==> run_1/pdn.png <==
Pins as bars on the die edge.
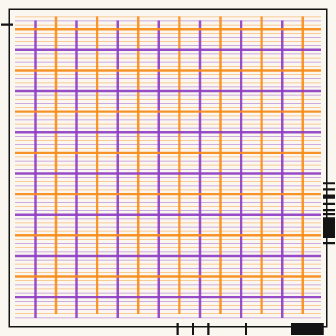
==> run_1/cell_classes.png <==
The bar under the picture is 50 µm long.
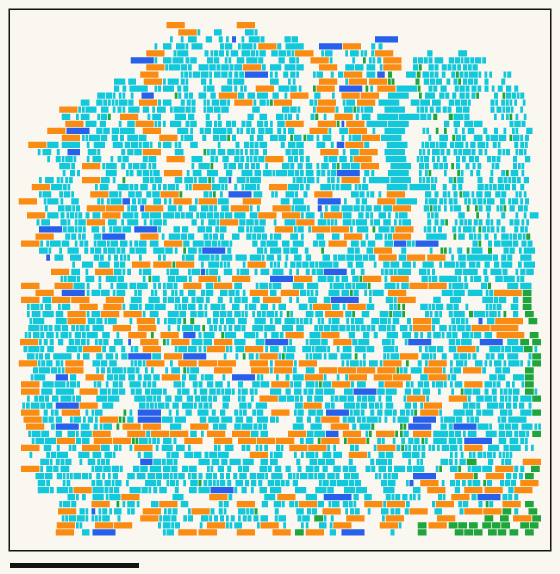
==> run_1/clock_map.png <==
The bar under the picture is 50 µm long.
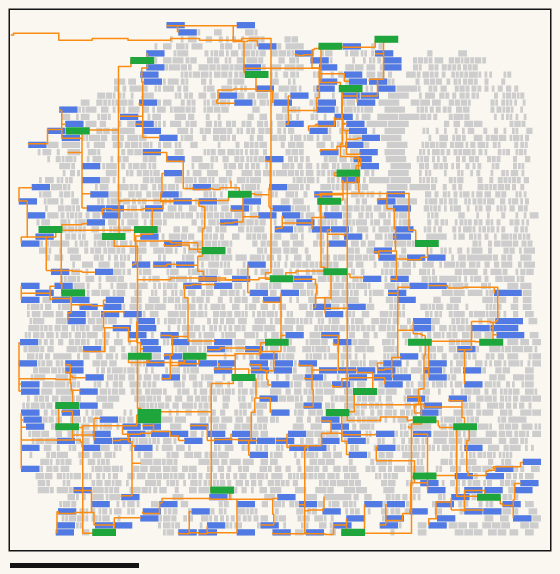
<file path="config.mk">
export PLATFORM = sky130hd
export DESIGN_NAME = sinc3_decim_param
export DESIGN_NICKNAME = d
export VERILOG_FILES = /design/src/rtl/sinc3_decim_param.sv
export SDC_FILE = /design/constraint.sdc
export NUM_CORES = 1
export LEC_CHECK = 0
export CORE_MARGIN = 3
export CORE_UTILIZATION = 58
export DETAILED_ROUTE_END_ITERATION = 10
export GPL_ROUTABILITY_DRIVEN = 0
export GPL_TIMING_DRIVEN = 0
export PLACE_DENSITY = 0.75
export SYNTH_ARGS = -nofsm -noshare
export SYNTH_HDL_FRONTEND = slang
export SYNTH_SLANG_ARGS = --single-unit
export TNS_END_PERCENT = 100
</file>
<file path="constraint.sdc">
create_clock -name mclk1 -period 8.6 [get_ports mclk1]
set_input_delay 1.29 -clock mclk1 [delete_from_list [all_inputs] [get_ports mclk1]]
set_output_delay 1.29 -clock mclk1 [all_outputs]
set_load 0.01 [all_outputs]
</file>
<file path="src/rtl/sinc3_decim_param.sv">
// Third-order sinc decimator for a single-bit sigma-delta stream.
// Runtime 2^k ratio, auto scaling, offset, saturation, settle suppression.
module sinc3_decim_param #(
  parameter int OUT_W        = 16,
  parameter int DEC_MIN_LOG2 = 4,
  parameter int DEC_MAX_LOG2 = 12,
  parameter int SETTLE       = 3
) (
  input  logic             mclk1,
  input  logic             reset,
  input  logic             mdata1,
  input  logic             mdata_vld,
  input  logic [3:0]       dec_log2,
  input  logic [OUT_W-1:0] offset,
  output logic [OUT_W-1:0] data_out,
  output logic             data_valid,
  output logic             sat_flag,
  output logic [3:0]       k_active
);

  localparam int ACC_W = 3*DEC_MAX_LOG2+1;
  localparam int CNT_W = DEC_MAX_LOG2;
  localparam int ST_W  = (SETTLE > 0) ? $clog2(SETTLE+1) : 1;
  localparam int RES_W = OUT_W+2;
  localparam logic signed [RES_W-1:0] SAT_HI =
    RES_W'((1 << (OUT_W-1)) - 1);
  localparam logic signed [RES_W-1:0] SAT_LO =
    RES_W'(-(1 << (OUT_W-1)));

  function automatic logic [3:0] clamp_k(input logic [3:0] d);
    if (int'(d) < DEC_MIN_LOG2) return 4'(DEC_MIN_LOG2);
    if (int'(d) > DEC_MAX_LOG2) return 4'(DEC_MAX_LOG2);
    return d;
  endfunction

  logic [3:0]       k_req;
  logic             restart;
  logic [ACC_W-1:0] acc1, acc2, acc3;
  logic [ACC_W-1:0] acc3_d, d1_d, d2_d;
  logic [ACC_W-1:0] d1, d2, d3;
  logic [ACC_W-1:0] raw;
  logic             raw_vld;
  logic             dec_stb;
  logic [CNT_W-1:0] cnt, cnt_mask;
  logic             cnt_last;
  logic [ST_W-1:0]  settle;

  int                     shamt;
  logic [ACC_W+OUT_W:0]   ext;
  logic [OUT_W:0]         scaled;
  logic signed [RES_W-1:0] res;
  logic [OUT_W-1:0]       out_word;
  logic                   clipped;
  logic                   unused_ext;

  assign k_req    = clamp_k(dec_log2);
  assign restart  = (k_req != k_active);
  assign cnt_mask = ~({CNT_W{1'b1}} << k_active);
  assign cnt_last = (cnt == cnt_mask);

  assign d1 = acc3 - acc3_d;
  assign d2 = d1 - d1_d;
  assign d3 = d2 - d2_d;

  // Shift places the R^3 full scale at the top of the output word.
  always_comb begin
    shamt = 3*int'(k_active) + 1 - OUT_W;
    ext = {{(OUT_W+1){1'b0}}, raw};
    if (shamt >= 0) ext = ext >> shamt;
    else ext = ext << (-shamt);
    scaled = ext[OUT_W:0];
    res = $signed({1'b0, scaled}) -
          $signed({{2{offset[OUT_W-1]}}, offset});
    out_word = res[OUT_W-1:0];
    clipped  = 1'b0;
    if (res > SAT_HI) begin
      out_word = SAT_HI[OUT_W-1:0];
      clipped  = 1'b1;
    end else if (res < SAT_LO) begin
      out_word = SAT_LO[OUT_W-1:0];
      clipped  = 1'b1;
    end
  end

  assign unused_ext = ^ext[ACC_W+OUT_W:OUT_W+1];

  always_ff @(posedge mclk1) begin
    if (reset) begin
      acc1       <= '0;
      acc2       <= '0;
      acc3       <= '0;
      acc3_d     <= '0;
      d1_d       <= '0;
      d2_d       <= '0;
      raw        <= '0;
      raw_vld    <= 1'b0;
      dec_stb    <= 1'b0;
      cnt        <= '0;
      data_out   <= '0;
      data_valid <= 1'b0;
      sat_flag   <= 1'b0;
      k_active   <= k_req;
      settle     <= ST_W'(SETTLE);
    end else if (restart) begin
      acc1       <= '0;
      acc2       <= '0;
      acc3       <= '0;
      acc3_d     <= '0;
      d1_d       <= '0;
      d2_d       <= '0;
      raw        <= '0;
      raw_vld    <= 1'b0;
      dec_stb    <= 1'b0;
      cnt        <= '0;
      data_valid <= 1'b0;
      k_active   <= k_req;
      settle     <= ST_W'(SETTLE);
    end else begin
      data_valid <= 1'b0;
      if (mdata_vld) begin
        acc1 <= acc1 + {{(ACC_W-1){1'b0}}, mdata1};
        acc2 <= acc2 + acc1;
        acc3 <= acc3 + acc2;
        cnt  <= cnt_last ? '0 : cnt + CNT_W'(1);
      end
      dec_stb <= mdata_vld & cnt_last;
      raw_vld <= dec_stb;
      if (dec_stb) begin
        acc3_d <= acc3;
        d1_d   <= d1;
        d2_d   <= d2;
        raw    <= d3;
      end
      if (raw_vld) begin
        if (settle != '0) begin
          settle <= settle - ST_W'(1);
        end else begin
          data_out   <= out_word;
          data_valid <= 1'b1;
          if (clipped) sat_flag <= 1'b1;
        end
      end
    end
  end

endmodule
</file>
==> flow_summary.ini, run 1 <==
; flow metrics
[floorplan]
dieArea_mm2 = 0.0435
core_mm2 = 0.0401
fp_util_pct = 59.3
rows = 73

[route]
dr_wl_met3_mm = 4.26
viasPerCell = 6.14
dr_wl_met2_mm = 30.5

[power_and_ir_drop]
p_total_uw = 4540
p_leak_uw = 0.0103
p_seq_uw = 1390
powerComb_uw = 1610
switching_share_pct = 35.5
pwr.group.clock_uw = 1540
peakVddDrop_mv = 0.170
p_int_uw = 2930

[worst_setup_path]
required_ns = 9.00
slowest_stage = edfxtp_1
crit_arrival_ns = 8.36
r2r_cells = 32
critPathLaunchType = register

[synth]
yosysSeqAreaShare_pct = 25.2
ys_cells = 3036
synthCells = 3036

[placement]
pre_cts_ws_ns = 0.207
dp_cells = 3606

[clock_tree]
cts_buffer_depth = 3
clk_pin_slew_ns = 0.06
cts_root_buffer = clkbuf_16
clkLatencyLatePin_ns = 0.55
post_cts_resized = 0
post_cts_buffers = 0
tritoncts = done

[layout]
diodes = 0
final_cell_mix = nor2_1, dfxtp_1, a21oi_1, ha_1, nand2_1
final_area_mm2 = 0.0261

[run]
warnings = 32

[outcome]
status = finished clean

[global_route]
grt_max_degree = 18
About pdn.png:
orange -> VDD
purple -> VSS
signal pins = 46
met4 straps = 14
rows = 73
die width: 209 µm
die height: 209 µm

About cell_classes.png:
green -> other buffers and delay cells  # cells 161, share of their area 3.6%
cyan -> all other logic  # cells 2621, share of their area 68%
orange -> flops  # cells 297, share of their area 24%
blue -> clock drivers and dummy loads  # cells 61, share of their area 4.7%

About clock_map.png:
orange -> clock wires  # length 4170 µm
green -> cells driving clock nets  # count 36
blue -> flip-flops  # count 297
routed clock nets = 37

-- run 1: layout make-up --
cell class / instances / area, µm² / area share, %
plain buffers: 116 / 455 / 1.74
clock buffers: 47 / 1030 / 3.96
clock inverters: 14 / 156 / 0.599
inverters: 196 / 736 / 2.82
multi-input cells: 2425 / 16600 / 63.7
flip-flops and latches: 297 / 5990 / 22.9
well taps: 525 / 657 / 2.52
repair buffers: 45 / 450 / 1.72
-- run 1: kinds of logic (layout without fill, tap and decap cells) --
logic type | Yosys count | count (layout) | share of synthesized area (%)
simple gates | 981 | 981 | 18.7
compound gates | 804 | 804 | 21.5
buf+inv | 314 | 418 | 5.02
flops | 297 | 297 | 25.2
fa+ha+maj | 227 | 227 | 12.2
xor+xnor | 225 | 225 | 8.35
mux | 188 | 188 | 9.04
==> run_1/metal_stack.png <==
Two of the layers only.
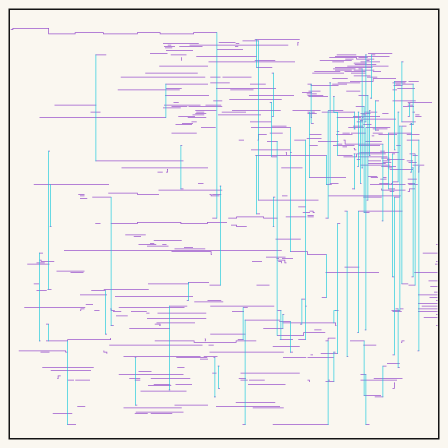

## Run 2: what changed since run 1
- PLACE_DENSITY: 0.75 -> 0.78
- clock period: 8.6 -> 6.6 ns (I/O delays scaled with it)
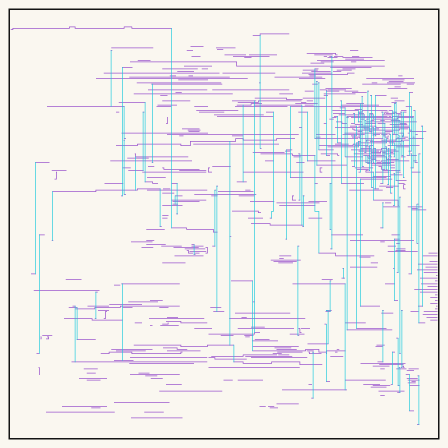
(run_2/metal_stack.png)
Two of the layers only.
cyan -> met4  # wire length 3390 µm
purple -> met3  # wire length 5710 µm

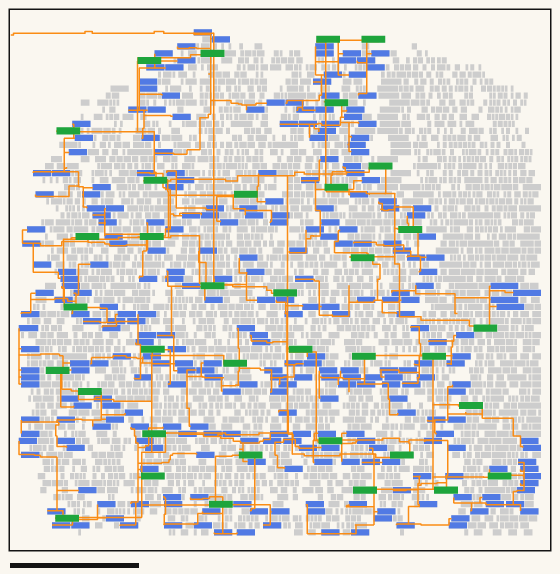
(run_2/clock_map.png)
The bar under the picture is 50 µm long.
orange -> clock wires  # length 4380 µm
blue -> flip-flops  # count 297
green -> cells driving clock nets  # count 36
flops lie = all over the die

==> flow_summary.ini, run 2 <==
; flow metrics
[outcome]
status = finished with violations
failed_checks = DRC, setup timing

[layout]
nNonClkInverters = 196
clkbuf_count = 47
diodes = 0
top_area_cell_class = combinational gates
logic_gate_count = 2425
seq_area_mm2 = 0.00599
seq-cell-share_pct = 21.9
final_area_mm2 = 0.0274
comb_area_share_pct = 63.4
final_cell_mix = nor2_1, dfxtp_1, a21oi_1, nand2_1, ha_1
seq_cells = 297
logic_area_mm2 = 0.0174

[power_and_ir_drop]
peakVddDrop_mv = 0.194
p_total_uw = 6250

[route]
drc = 1
viasPerCell = 6.29
dr_wl_met3_mm = 5.71

[synth]
yosysSeqAreaShare_pct = 25.2
synthCells = 3036
ys_cells = 3036

[clock_tree]
clk_pin_slew_ns = 0.06
post_cts_buffers = 36
clkLatencyLatePin_ns = 0.55
tritoncts = done

[sta]
setup_viol = 16
fin_ws_ns = -0.234

[floorplan]
dieHeight_um = 209
fp_util_pct = 59.3
tapCellCount = 525
core_mm2 = 0.0401
dieArea_mm2 = 0.0435

[worst_setup_path]
r2r_cells = 33

[placement]
dp_cells = 3606

[global_route]
grt_max_degree = 18
## run 2: netlist changes by cell type in the layout (fill, tap and decap cells not counted), moves of 9 or more
cell and change:
a21oi_2 +11, nand2_2 +9, ha_4 +10, ha_1 -20
a21oi_1 -17, clkbuf_1 -10, buf_4 +72, ha_2 +10
nand2_1 -10
## run 2: logic make-up after synthesis
| family | share of synthesized area [%] |
|---|---|
| muxes | 9.04 |
| DFF | 25.2 |
| and+or+nand+nor | 18.7 |
| adders and majority gates | 12.2 |
| xor gates and xnor gates | 8.35 |
| buffers and inverters | 5.02 |
| AOI/OAI and AO/OA | 21.5 |
## run 2: report_power, final
part / switching (µW) / total (µW) / internal (µW)
Clock: 811 / 1960 / 1150
Sequential: 3.80 / 1800 / 1800
Combinational: 1500 / 2480 / 979
Total: 2320 / 6250 / 3930
